File: config.mk
export PLATFORM = sky130hd
export DESIGN_NAME = ebus_dev_port
export DESIGN_NICKNAME = d
export VERILOG_FILES = /design/src/rtl/ebus_dev_port.sv
export SDC_FILE = /design/constraint.sdc
export NUM_CORES = 1
export LEC_CHECK = 0
export CAP_MARGIN = 30
export CORE_MARGIN = 5
export CORE_UTILIZATION = 40
export CTS_BUF_LIST = sky130_fd_sc_hd__clkbuf_2 sky130_fd_sc_hd__clkbuf_4 sky130_fd_sc_hd__clkbuf_8
export CTS_CLUSTER_SIZE = 8
export DETAILED_ROUTE_END_ITERATION = 10
export PLACE_DENSITY = 0.86
export SLEW_MARGIN = 20
export SYNTH_ARGS = -nofsm -noshare
export SYNTH_HDL_FRONTEND = slang
export SYNTH_SLANG_ARGS = --single-unit
File: constraint.sdc
create_clock -name clk -period 3.3 [get_ports clk]
set_clock_uncertainty 0.1 [all_clocks]
set_input_delay 0.66 -clock clk [delete_from_list [all_inputs] [get_ports clk]]
set_output_delay 0.66 -clock clk [all_outputs]
set_load 0.005 [all_outputs]
File: src/rtl/ebus_dev_port.sv
// ebus_dev_port: device-side EBUS transaction controller for one KL10 device.
// Decodes controller-select/function in IDLE, runs the demand/ack/xfer
// handshake, presents one driver slot to the EBUS mux and strobes/data to the
// device core. Bit vectors use KL10 numbering (bit 0 is the MSB).

typedef enum logic [2:0] {
   ebusfCONO     = 3'b000,
   ebusfCONI     = 3'b001,
   ebusfDATAO    = 3'b010,
   ebusfDATAI    = 3'b011,
   ebusfPIserved = 3'b100,
   ebusfPIaddrIn = 3'b101
} tEBUSfunction;

typedef struct packed {
   logic        driving;
   logic [0:35] data;
} tEBUSdriver;

module ebus_dev_port #(
   parameter logic [0:6]  DEV_CS        = 7'o000,
   parameter int unsigned DATAI_TIMEOUT = 64
) (
   input  logic         clk,
   input  logic         rstN,
   input  logic [0:6]   ebusCS,
   input  tEBUSfunction ebusFunc,
   input  logic         ebusDemand,
   input  logic         ebusReset,
   input  logic [0:35]  ebusDataIn,
   output logic         ebusAck,
   output logic         ebusXfer,
   output logic [0:7]   ebusPI,
   output tEBUSdriver   drv,
   output logic [0:35]  conoData,
   output logic [0:35]  dataoData,
   output logic         conoStb,
   output logic         dataoStb,
   input  logic [0:35]  coniData,
   input  logic [0:35]  dataiData,
   input  logic         dataiRdy,
   input  logic         piReq,
   input  logic [2:0]   piLevel,
   input  logic [0:35]  piVector,
   output logic         piServedStb,
   output logic         devReset
);

   localparam int unsigned CNT_W = $clog2(DATAI_TIMEOUT + 1);

   typedef enum logic [1:0] {
      ST_IDLE    = 2'd0,
      ST_WAITRDY = 2'd1,
      ST_XFER    = 2'd2,
      ST_HOLD    = 2'd3
   } state_t;

   state_t           state_r, state_s;
   logic             ack_r, ack_s;
   logic             xfer_r, xfer_s;
   logic             driving_r, driving_s;
   logic [0:35]      drv_data_r, drv_data_s;
   logic [0:35]      cono_data_r, cono_data_s;
   logic [0:35]      datao_data_r, datao_data_s;
   logic             cono_stb_r, cono_stb_s;
   logic             datao_stb_r, datao_stb_s;
   logic             pi_served_stb_r, pi_served_stb_s;
   logic             dev_reset_r, dev_reset_s;
   logic [0:7]       pi_r, pi_s;
   logic [CNT_W-1:0] cnt_r, cnt_s;
   logic             cs_hit_s;
   logic             pi_hit_s;

   // Address matches; only consulted while IDLE.
   assign cs_hit_s = ebusDemand && (ebusCS == DEV_CS);
   assign pi_hit_s = ebusDemand && piReq && (piLevel != 3'd0) && (ebusCS[4:6] == piLevel);

   // Next-state and next-output logic for the handshake FSM.
   always_comb begin
      state_s         = state_r;
      ack_s           = ack_r;
      xfer_s          = xfer_r;
      driving_s       = driving_r;
      drv_data_s      = drv_data_r;
      cono_data_s     = cono_data_r;
      datao_data_s    = datao_data_r;
      cono_stb_s      = 1'b0;
      datao_stb_s     = 1'b0;
      pi_served_stb_s = 1'b0;
      cnt_s           = cnt_r;
      dev_reset_s     = ebusReset;
      if (ebusReset) begin
         // Soft reset beats everything, including a same-edge match.
         state_s   = ST_IDLE;
         ack_s     = 1'b0;
         xfer_s    = 1'b0;
         driving_s = 1'b0;
      end else begin
         case (state_r)
            ST_IDLE: begin
               case (ebusFunc)
                  ebusfCONO: begin
                     if (cs_hit_s) begin
                        cono_data_s = ebusDataIn;
                        cono_stb_s  = 1'b1;
                        ack_s       = 1'b1;
                        state_s     = ST_XFER;
                     end else begin
                        state_s = ST_IDLE;
                     end
                  end
                  ebusfDATAO: begin
                     if (cs_hit_s) begin
                        datao_data_s = ebusDataIn;
                        datao_stb_s  = 1'b1;
                        ack_s        = 1'b1;
                        state_s      = ST_XFER;
                     end else begin
                        state_s = ST_IDLE;
                     end
                  end
                  ebusfCONI: begin
                     if (cs_hit_s) begin
                        drv_data_s = coniData;
                        driving_s  = 1'b1;
                        ack_s      = 1'b1;
                        state_s    = ST_XFER;
                     end else begin
                        state_s = ST_IDLE;
                     end
                  end
                  ebusfDATAI: begin
                     if (cs_hit_s) begin
                        ack_s   = 1'b1;
                        cnt_s   = CNT_W'(DATAI_TIMEOUT);
                        state_s = ST_WAITRDY;
                     end else begin
                        state_s = ST_IDLE;
                     end
                  end
                  ebusfPIaddrIn: begin
                     if (pi_hit_s) begin
                        drv_data_s = piVector;
                        driving_s  = 1'b1;
                        ack_s      = 1'b1;
                        state_s    = ST_XFER;
                     end else begin
                        state_s = ST_IDLE;
                     end
                  end
                  ebusfPIserved: begin
                     if (pi_hit_s) begin
                        pi_served_stb_s = 1'b1;
                        ack_s           = 1'b1;
                        state_s         = ST_XFER;
                     end else begin
                        state_s = ST_IDLE;
                     end
                  end
                  default: state_s = ST_IDLE;
               endcase
            end
            ST_WAITRDY: begin
               if (!ebusDemand) begin
                  state_s   = ST_IDLE;
                  ack_s     = 1'b0;
                  xfer_s    = 1'b0;
                  driving_s = 1'b0;
               end else if (dataiRdy) begin
                  drv_data_s = dataiData;
                  driving_s  = 1'b1;
                  state_s    = ST_XFER;
               end else if (cnt_r <= CNT_W'(1)) begin
                  // Device never answered: keep ack so the EBOX times out cleanly.
                  state_s = ST_HOLD;
               end else begin
                  cnt_s = cnt_r - CNT_W'(1);
               end
            end
            ST_XFER: begin
               if (!ebusDemand) begin
                  state_s   = ST_IDLE;
                  ack_s     = 1'b0;
                  xfer_s    = 1'b0;
                  driving_s = 1'b0;
               end else begin
                  xfer_s = 1'b1;
               end
            end
            ST_HOLD: begin
               if (!ebusDemand) begin
                  state_s   = ST_IDLE;
                  ack_s     = 1'b0;
                  xfer_s    = 1'b0;
                  driving_s = 1'b0;
               end else begin
                  state_s = ST_HOLD;
               end
            end
            default: begin
               state_s   = ST_IDLE;
               ack_s     = 1'b0;
               xfer_s    = 1'b0;
               driving_s = 1'b0;
            end
         endcase
      end
   end

   // One-hot PI request by assigned level; level 0 means disabled.
   always_comb begin
      pi_s = 8'h00;
      if (piLevel != 3'd0) begin
         pi_s[piLevel] = piReq;
      end else begin
         pi_s = 8'h00;
      end
   end

   // State register and all registered outputs.
   always_ff @(posedge clk or negedge rstN) begin
      if (!rstN) begin
         state_r         <= ST_IDLE;
         ack_r           <= 1'b0;
         xfer_r          <= 1'b0;
         driving_r       <= 1'b0;
         drv_data_r      <= 36'o0;
         cono_data_r     <= 36'o0;
         datao_data_r    <= 36'o0;
         cono_stb_r      <= 1'b0;
         datao_stb_r     <= 1'b0;
         pi_served_stb_r <= 1'b0;
         dev_reset_r     <= 1'b0;
         pi_r            <= 8'h00;
         cnt_r           <= '0;
      end else begin
         state_r         <= state_s;
         ack_r           <= ack_s;
         xfer_r          <= xfer_s;
         driving_r       <= driving_s;
         drv_data_r      <= drv_data_s;
         cono_data_r     <= cono_data_s;
         datao_data_r    <= datao_data_s;
         cono_stb_r      <= cono_stb_s;
         datao_stb_r     <= datao_stb_s;
         pi_served_stb_r <= pi_served_stb_s;
         dev_reset_r     <= dev_reset_s;
         pi_r            <= pi_s;
         cnt_r           <= cnt_s;
      end
   end

   assign ebusAck     = ack_r;
   assign ebusXfer    = xfer_r;
   assign ebusPI      = pi_r;
   assign drv.driving = driving_r;
   assign drv.data    = drv_data_r;
   assign conoData    = cono_data_r;
   assign dataoData   = datao_data_r;
   assign conoStb     = cono_stb_r;
   assign dataoStb    = datao_stb_r;
   assign piServedStb = pi_served_stb_r;
   assign devReset    = dev_reset_r;

endmodule

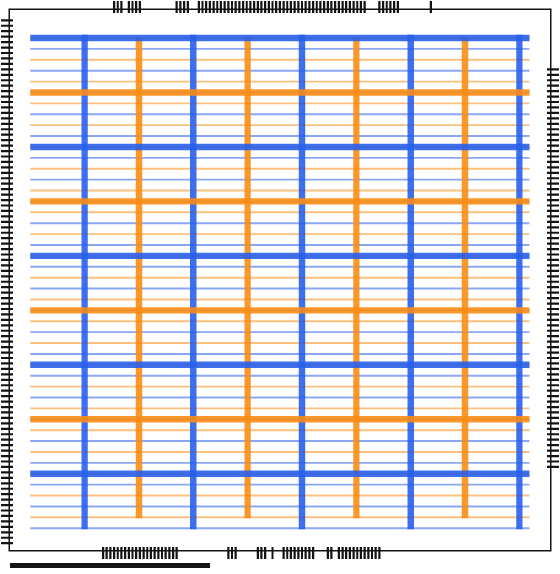
**Above:** floorplan with the power grid.
Bar = 50 µm. Pins as bars on the die edge.
colour	net
blue	VSS
orange	VDD
met4 straps	9
met5 straps	9
met1 rails	46
rows	45
core area: 15,300 µm²
Die W: 135 µm
Peak VDD IR: 0.000420 V

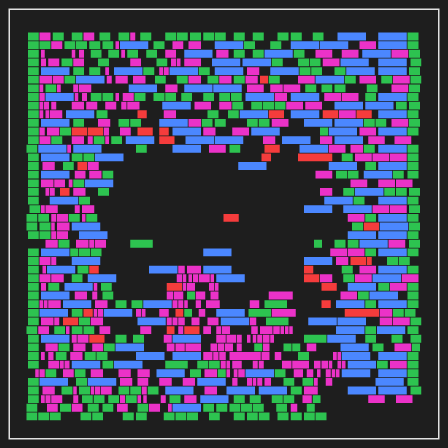
**Above:** cell classes on the final placement.
colour	class	cells	share of their area
magenta	combinational and other logic	316	29%
red	clock drivers and dummy loads	32	4.2%
blue	sequential cells	132	35%
green	remaining buffers and delay cells	302	32%
design area: 9770 µm²
final design utilization: 0.641

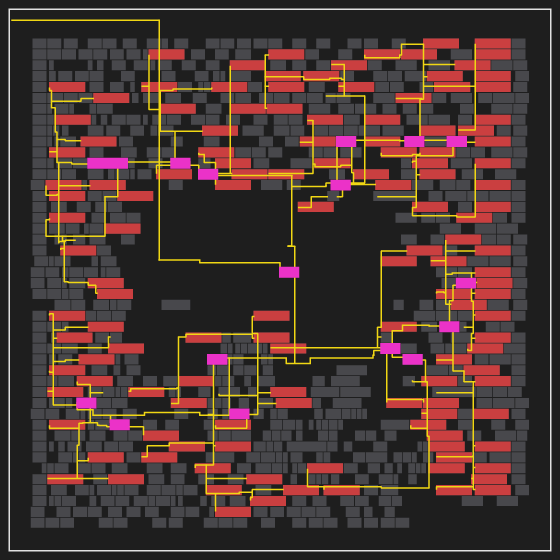
**Above:** routed clock nets over the placement.
[magenta] clock drivers | count: 17
[yellow] clock wires | length: 1,720 µm
[red] flip-flops | count: 132
routed clock nets	18

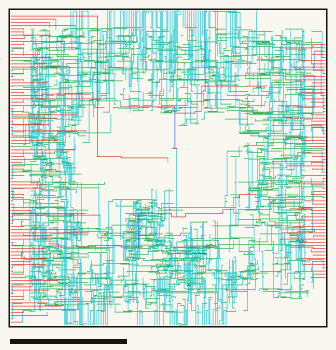
**Above:** metal layers overlaid.
Bar = 50 µm.
colour	layer	wire length
red	metal 3	1,900 µm
blue	metal 4	127 µm
green	metal 1	6,730 µm
cyan	metal 2	8,850 µm
Via Count: 4,867
wire per inst: 17.7 µm
WL final: 17.6 mm

==> results.json <==
{
  "fin_ws_ns": 0.555,
  "antenna_found_initial": 0,
  "clock_area_frac": 0.0410,
  "grt_util_met1": 0.224,
  "cts_root_buf": "clkbuf_8",
  "final-setup-viol-count": 0,
  "seq_area_frac": 0.338,
  "ys_sh_mux": 0.284,
  "io_buffers": 285,
  "aoi_share": 0.0703,
  "cts_buffer_depth": 2,
  "num_antenna_cells": 0,
  "synth_top_area_share": 0.530,
  "ys_chip_area_um2": 6230,
  "powerDensity_nw_per_um2": 384,
  "clock.latency.late_pin_ns": 0.44,
  "async_flop_share": 1.00,
  "drtAntennaViolNets": 0,
  "crit_path_start": "ebusCS[4]",
  "syn_inst": 474,
  "hpwl_mm": 13.3,
  "tns_ns": 0,
  "pin_count": 286,
  "dominant_cells": "sequential cells",
  "cp-end-kind": "flop",
  "path_clk_slew_ns": 0.08,
  "yosys_warnings": 0,
  "use_met3": 0.0917,
  "ff_type": "dfrtp_1",
  "status": "finished clean",
  "cp_max_fo": 36,
  "grt_max_degree": 57,
  "seq_cell_count": 132,
  "grt_setup_unrepaired": "false",
  "synth_area_per_cell_um2": 13.2,
  "regToRegEndpoint": "conoData[6]$_DFFE_PN0P_",
  "synthTopCellsByArea": "dfrtp_1 53%, mux2_4 12%, mux2_2 10%",
  "synthTopLogicFamily": "multiplexers",
  "cts-resized-gates": 0,
  "hp-class": "primary input to asynchronous set/reset pin",
  "synth_flops": 132,
  "grt_overflow_total": 0,
  "fmax_mhz": 364,
  "bufAreaShareNonClock": 0.312,
  "power_frac_comb": 0.163,
  "power_mw": 3.75,
  "switching_power_mw": 0.948
}
